<file path="src/rtl/regs_bank_pkg.sv">
// ----------------------------------------------------------------------------
// regs_bank_pkg
// Shared definitions for the register-bank write-port sequencer:
//   - bank control codes driven on the bank's control input
//   - link register index (r15)
//   - sequencer FSM state type
//   - address / data widths
// Optional feature macro used by regs_bank_ctrl: REGS_BANK_CTRL_SCOREBOARD_EN
// ----------------------------------------------------------------------------
package regs_bank_pkg;

    localparam int unsigned ADDR_W = 4;
    localparam int unsigned DATA_W = 32;
    localparam int unsigned HALF_W = DATA_W / 2;

    // Bank control codes
    localparam logic [2:0] CTL_FULL  = 3'b000;
    localparam logic [2:0] CTL_LO    = 3'b001;
    localparam logic [2:0] CTL_HI    = 3'b010;
    localparam logic [2:0] CTL_LNK   = 3'b011;
    localparam logic [2:0] IDLE_CODE = 3'b111;

    localparam logic [ADDR_W-1:0] LINK_REG = 4'd15;

    typedef enum logic [2:0] {
        ST_IDLE,
        ST_FULL,
        ST_LNK,
        ST_LI_LO,
        ST_LI_HI
    } state_t;

endpackage

</file>
<file path="src/rtl/regs_bank_arb.sv">
// ----------------------------------------------------------------------------
// regs_bank_arb
// Three-input arbiter: lnk has fixed top priority, wb and li share a
// round-robin pointer. Grants are combinational and qualified by i_en
// (the accept window). The pointer moves only on a wb or li grant.
// Ports:
//   clk, rst        clock, synchronous active-high reset
//   i_en            accept window open this cycle
//   i_wb_req        writeback request
//   i_li_req        immediate-load request
//   i_lnk_req       link request
//   o_wb_gnt        writeback grant
//   o_li_gnt        immediate-load grant
//   o_lnk_gnt       link grant
// ----------------------------------------------------------------------------
module regs_bank_arb
    import regs_bank_pkg::*;
(
    input  logic clk,
    input  logic rst,
    input  logic i_en,
    input  logic i_wb_req,
    input  logic i_li_req,
    input  logic i_lnk_req,
    output logic o_wb_gnt,
    output logic o_li_gnt,
    output logic o_lnk_gnt
);

    // 0: wb preferred, 1: li preferred
    logic r_rr;
    logic w_shared_en;

    assign w_shared_en = i_en && !i_lnk_req;

    assign o_lnk_gnt = i_en && i_lnk_req;
    // A lone requester wins regardless of the pointer.
    assign o_wb_gnt  = w_shared_en && i_wb_req && (!i_li_req || !r_rr);
    assign o_li_gnt  = w_shared_en && i_li_req && (!i_wb_req ||  r_rr);

    // After a grant, favour the requester that was not just served.
    always_ff @(posedge clk) begin
        if (rst) begin
            r_rr <= 1'b0;
        end else if (o_wb_gnt || o_li_gnt) begin
            r_rr <= o_wb_gnt;
        end
    end

endmodule

</file>
<file path="src/rtl/regs_bank_ctrl.sv">
// ----------------------------------------------------------------------------
// regs_bank_ctrl
// Write-port sequencer for the 16x32 register bank. Serialises writeback
// (wb), two-half immediate load (li) and PC link (lnk) requests onto the
// bank's single write port. Commands appear one cycle after the transfer.
// Optional feature: REGS_BANK_CTRL_SCOREBOARD_EN enables read-hazard flags
// hz_a/hz_b; without it they are tied low and rd_a/rd_b are unused.
// Ports:
//   clk, rst                          clock, synchronous active-high reset
//   wb_req/wb_addr/wb_data/wb_gnt     writeback handshake
//   li_req/li_addr/li_imm/li_gnt      immediate-load handshake
//   lnk_req/lnk_pc/lnk_gnt            link handshake
//   wr_addr/wr_data/wr_pc/wr_ctrl     bank write port (inpC/data/pc/control)
//   busy                              a command is being issued this cycle
//   rd_a/rd_b, hz_a/hz_b              read addresses and hazard flags
// ----------------------------------------------------------------------------
module regs_bank_ctrl
    import regs_bank_pkg::*;
(
    input  logic              clk,
    input  logic              rst,
    input  logic              wb_req,
    input  logic [3:0]        wb_addr,
    input  logic [31:0]       wb_data,
    output logic              wb_gnt,
    input  logic              li_req,
    input  logic [3:0]        li_addr,
    input  logic [31:0]       li_imm,
    output logic              li_gnt,
    input  logic              lnk_req,
    input  logic [31:0]       lnk_pc,
    output logic              lnk_gnt,
    output logic [3:0]        wr_addr,
    output logic [31:0]       wr_data,
    output logic [31:0]       wr_pc,
    output logic [2:0]        wr_ctrl,
    output logic              busy,
    input  logic [3:0]        rd_a,
    input  logic [3:0]        rd_b,
    output logic              hz_a,
    output logic              hz_b
);

    state_t                r_state;
    logic [2:0]            r_ctrl;
    logic [ADDR_W-1:0]     r_addr;
    logic [DATA_W-1:0]     r_data;
    logic [DATA_W-1:0]     r_pc;
    logic [HALF_W-1:0]     r_imm_hi;

    logic                  w_en;
    logic                  w_wb_gnt;
    logic                  w_li_gnt;
    logic                  w_lnk_gnt;

    // Accept window: closed during reset and during the low half of an li.
    assign w_en = !rst && (r_state != ST_LI_LO);

    regs_bank_arb u_arb (
        .clk       (clk),
        .rst       (rst),
        .i_en      (w_en),
        .i_wb_req  (wb_req),
        .i_li_req  (li_req),
        .i_lnk_req (lnk_req),
        .o_wb_gnt  (w_wb_gnt),
        .o_li_gnt  (w_li_gnt),
        .o_lnk_gnt (w_lnk_gnt)
    );

    assign wb_gnt  = w_wb_gnt;
    assign li_gnt  = w_li_gnt;
    assign lnk_gnt = w_lnk_gnt;

    always_ff @(posedge clk) begin
        if (rst) begin
            r_state  <= ST_IDLE;
            r_ctrl   <= IDLE_CODE;
            r_addr   <= '0;
            r_data   <= '0;
            r_pc     <= '0;
            r_imm_hi <= '0;
        end else if (r_state == ST_LI_LO) begin
            // High half reuses the captured destination address.
            r_state <= ST_LI_HI;
            r_ctrl  <= CTL_HI;
            r_data  <= {{HALF_W{1'b0}}, r_imm_hi};
        end else if (w_lnk_gnt) begin
            r_state <= ST_LNK;
            r_ctrl  <= CTL_LNK;
            r_addr  <= LINK_REG;
            r_pc    <= lnk_pc;
        end else if (w_wb_gnt) begin
            r_state <= ST_FULL;
            r_ctrl  <= CTL_FULL;
            r_addr  <= wb_addr;
            r_data  <= wb_data;
        end else if (w_li_gnt) begin
            r_state  <= ST_LI_LO;
            r_ctrl   <= CTL_LO;
            r_addr   <= li_addr;
            r_data   <= {{HALF_W{1'b0}}, li_imm[HALF_W-1:0]};
            r_imm_hi <= li_imm[DATA_W-1:HALF_W];
        end else begin
            // Payload outputs hold their last values while idle.
            r_state <= ST_IDLE;
            r_ctrl  <= IDLE_CODE;
        end
    end

    assign wr_ctrl = r_ctrl;
    assign wr_addr = r_addr;
    assign wr_data = r_data;
    assign wr_pc   = r_pc;
    assign busy    = (r_state != ST_IDLE);

`ifdef REGS_BANK_CTRL_SCOREBOARD_EN
    logic [ADDR_W-1:0] w_dest;
    logic              w_inflight;

    always_comb begin
        w_dest     = (r_state == ST_LNK) ? LINK_REG : r_addr;
        w_inflight = (r_state != ST_IDLE);
    end

    assign hz_a = w_inflight && (rd_a == w_dest);
    assign hz_b = w_inflight && (rd_b == w_dest);
`else
    logic w_unused_rd;
    assign w_unused_rd = ^{rd_a, rd_b};
    assign hz_a = 1'b0;
    assign hz_b = 1'b0;
`endif

endmodule

</file>
<file path="config.mk">
export PLATFORM = sky130hd
export DESIGN_NAME = regs_bank_ctrl
export DESIGN_NICKNAME = d
export VERILOG_FILES = /design/src/rtl/regs_bank_pkg.sv /design/src/rtl/regs_bank_arb.sv /design/src/rtl/regs_bank_ctrl.sv
export SDC_FILE = /design/constraint.sdc
export NUM_CORES = 1
export LEC_CHECK = 0
export CELL_PAD_IN_SITES_DETAIL_PLACEMENT = 1
export CELL_PAD_IN_SITES_GLOBAL_PLACEMENT = 2
export CORE_UTILIZATION = 23
export CTS_BUF_LIST = sky130_fd_sc_hd__clkbuf_16
export DETAILED_ROUTE_END_ITERATION = 10
export GPL_TIMING_DRIVEN = 0
export PLACE_DENSITY = 0.93
export SETUP_SLACK_MARGIN = 0.15
export SYNTH_ARGS = -nofsm -noshare
export SYNTH_HDL_FRONTEND = slang
export SYNTH_SLANG_ARGS = --single-unit
</file>
<file path="constraint.sdc">
create_clock -name clk -period 2.57 [get_ports clk]
set_input_delay 0.514 -clock clk [delete_from_list [all_inputs] [get_ports clk]]
set_output_delay 0.514 -clock clk [all_outputs]
set_load 0.05 [all_outputs]
</file>
==> metrics.yaml <==
final_area_um2: 6100
setup_viol: 0
syn2layout_area_growth_pct: 64.47
power_w: 0.003629
yosys_area_um2: 3709
worstHoldPathType: "input pin to flip-flop"
leakage_nw: 2.345
fin_crit_ns: 2.351
logic_area_um2: 1534
firstDrtPassIters: 4
outcome: "complete, no violations"
p_int_w: 0.002511
io_pins: 194
fin_util_pct: 38.54
fmax_mhz: 425.4
num_vias: 3895
cts-root-buf: "clkbuf_16"
gr-usage-all-layers_pct: 16.92
chipWidth_um: 129.0
antenna_found_initial: 0
finalHoldViolations: 0
hold_depth: 2
swShare_pct: 30.82
critPathArrivalTime_ns: 1.84
ys_seq_share_pct: 49.12
post_cts_buffers: 0
numCtsBuffers: 9
core_um2: 15830
cts_sinks: 91
worst_pin_slew_ns: 0.6949
ys_cells: 442
die_h_um: 129.0
synth_area_um2: 3709
combPwrFrac_pct: 25.2
peakVddDrop_mv: 0.2869
synth_cell_types: 28
endpoint_kind: "primary output"
p_clk_share_pct: 32.0
drt_wl_total_um: 13850
numPortBuffers: 182
drt-initial-drc-count: 143
register_area_um2: 1822
warnings: 36
grt_pass1_wl_um: 21430
slew_headroom_pct: 53.36
power_per_cell_area_nw_per_um2: 595.0
num_rows: 46
reg2reg_depth: 6
clkSlewWorstSetupHoldPaths_ns: 0.06
viasPerCell: 4.545
cp-start-kind: "input pin"
seq_power_share_pct: 42.8
dieArea_um2: 16640
syn-mean-instance-area_um2: 8.390
fp_util_pct: 23.43
htreeDepth: 3
setup.worst_path.class: "input pin to primary output"
ant_nets: 0
gp_congestion: 0.7549
post_drt_wl_per_cell_um: 16.17
ys_warn_count: 0
clock_skew_ns: 0.006377
power_switching_w: 0.001119
fin_nets: 753
max_cap_viol_count: 0
drive_gt1_share_pct: 6.563
gr-total-overflow: 0
post-place-ws_ns: -1.059
cts_tree: "built"
cp_max_fo: 10
## final timing paths
path                     from     endpoint  slack [ns]
hold reg to reg   r_imm_hi[4]  r_imm_hi[4]        0.46
setup reg to reg   r_state[1]    wr_pc[30]        0.71
hold / removal         li_req   u_arb.r_rr        0.41
setup / recovery       wb_req       li_gnt        0.22
## metrics by stage
step                      hold WS [ns]  TNS (ns)  std cells
final                           0.4090         0        857
after global routing            0.4040         0        856
after CTS                       0.3903         0        856
after detailed placement        0.4466    -6.700        841
after global placement          0.4416    -5.105        841
after floorplan                 0.4249   -0.1137        443
## cell usage after synthesis (all sizes together)
cell type	n	share of area [%]
nor3	2	0.27
inv	55	5.6
a22oi	16	3.2
nor2	22	2.2
nand2b	2	0.34
and3b	1	0.24
nand4	1	0.17
a311oi	1	0.24
o21ai	81	11
o21bai	1	0.20
a21bo	1	0.44
o22ai	4	0.67
a21o	2	0.40
clkbuf	24	2.4
buf	12	2.1
and4	1	0.24
a221oi	20	6.4
conb	1	0.10
a21oi	18	2.4
nand2	50	5.1
nand3b	33	6.7
dfxtp	91	49
or3	3	0.51
## kinds of logic (layout without fill, tap and decap cells)
logic type	after synthesis	in the layout	synth area share, %
AOI/OAI and AO/OA	144	144	24.97
buffers and inverters	91	288	10.09
DFF	91	91	49.12
other	1	3	0.1011
and+or+nand+nor	115	115	15.72
## layer usage
metal / share of wire (%) / GRT usage (%) / up-vias
li1: - / - / 1889
met1: 41 / 18.67 / 1853
met2: 49 / 30.17 / 136
met3: 7.9 / 5.156 / 17
met4: 1.8 / 6.851 / 0
met5: 0 / 0 / -
## layout by cell type (no fill, tap or decap), types with 9 or more instances in the layout
master,count
clkbuf_16,9
o21ai_0,70
dfxtp_1,91
nand2_1,50
a221oi_2,10
nand3b_1,33
clkbuf_1,20
inv_1,56
o21ai_1,11
a21oi_1,18
clkdlybuf4s50_1,177
a221oi_1,10
nor2_1,21
a22oi_1,16
## final cells by class
type,count,area share (%)
Buffer,36,3.179
Multi-Input combinational cell,261,25.15
Clock buffer,9,3.692
Clock inverter,6,0.4308
Inverter,55,3.385
Timing Repair Buffer,182,29.83
Tap cell,216,4.431
Antenna cell,1,0.04103
Sequential cell,91,29.87
## sequential cells by signal, summed over array words and instances, names as in the netlist
register / flops
r_imm_hi: 16
r_state: 3
u_arb.r_rr: 1
wr_addr: 4
wr_ctrl: 3
wr_data: 32
wr_pc: 32
## critical path, stage by stage
cell,delay [ns]
clkdlybuf4s50_1,0.44
nand2b_1,0.13
nand2_1,0.15
buf_4,0.24
nor3_2,0.16
buf_6,0.20
## power groups by stage
stage          Clock [W]  Combinational (W)  Sequential (W)
3_5_place_dp           0           0.000912         0.00158
6_report         0.00116           0.000915         0.00155
4_1_cts          0.00121           0.000921         0.00155
5_1_grt          0.00127           0.000970         0.00156
2_1_floorplan          0           0.000230         0.00184
3_3_place_gp           0           0.000895         0.00158
## repair_timing
| item | CTS | global route |
|---|---|---|
| resized | 37 | 6 |
| endpoints found under the setup margin | 3 | 11 |
| hold buffers | 0 | 0 |
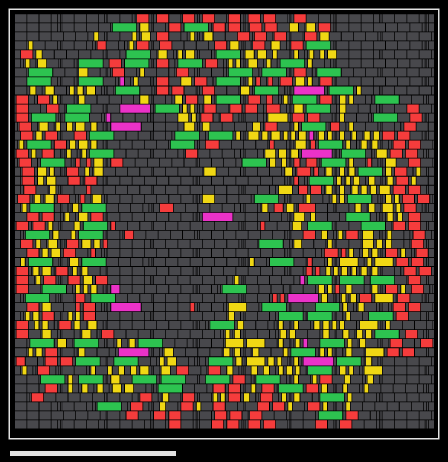
(images/cell_classes.png)
The bar under the picture is 50 um long. Fill, decap, tap and diode cells in grey.
[other buffers and delay cells] red | cells: 218
[all other logic] yellow | cells: 316
[clock drivers and dummy loads] magenta | cells: 15
[flops] green | cells: 91

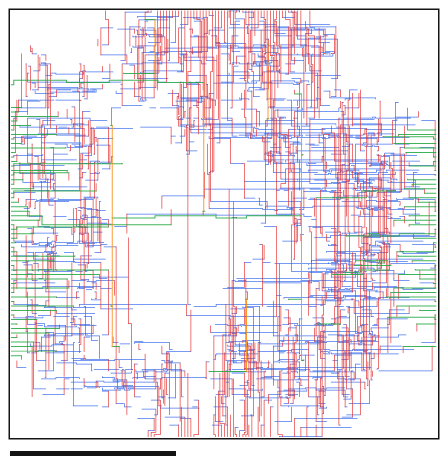
(images/metal_stack.png)
The bar under the picture is 50 um long.
[met2] red | wire length: 6780 um
[met3] green | wire length: 1090 um
[met1] blue | wire length: 5730 um
[met4] orange | wire length: 246 um

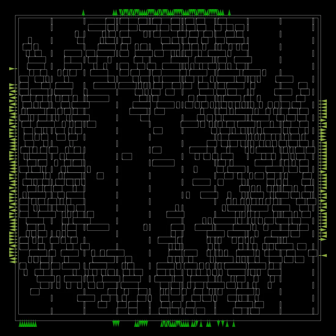
(images/final_placement.png)
Fillers: 1867
Layout Cells excl Fill: 857

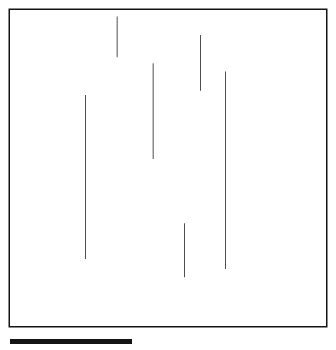
(images/met4.png)
The bar under the picture is 50 um long.
main direction: vertical
wire length on this layer: 246 um

No activity file was given, so power comes from the tool's default toggle rates.
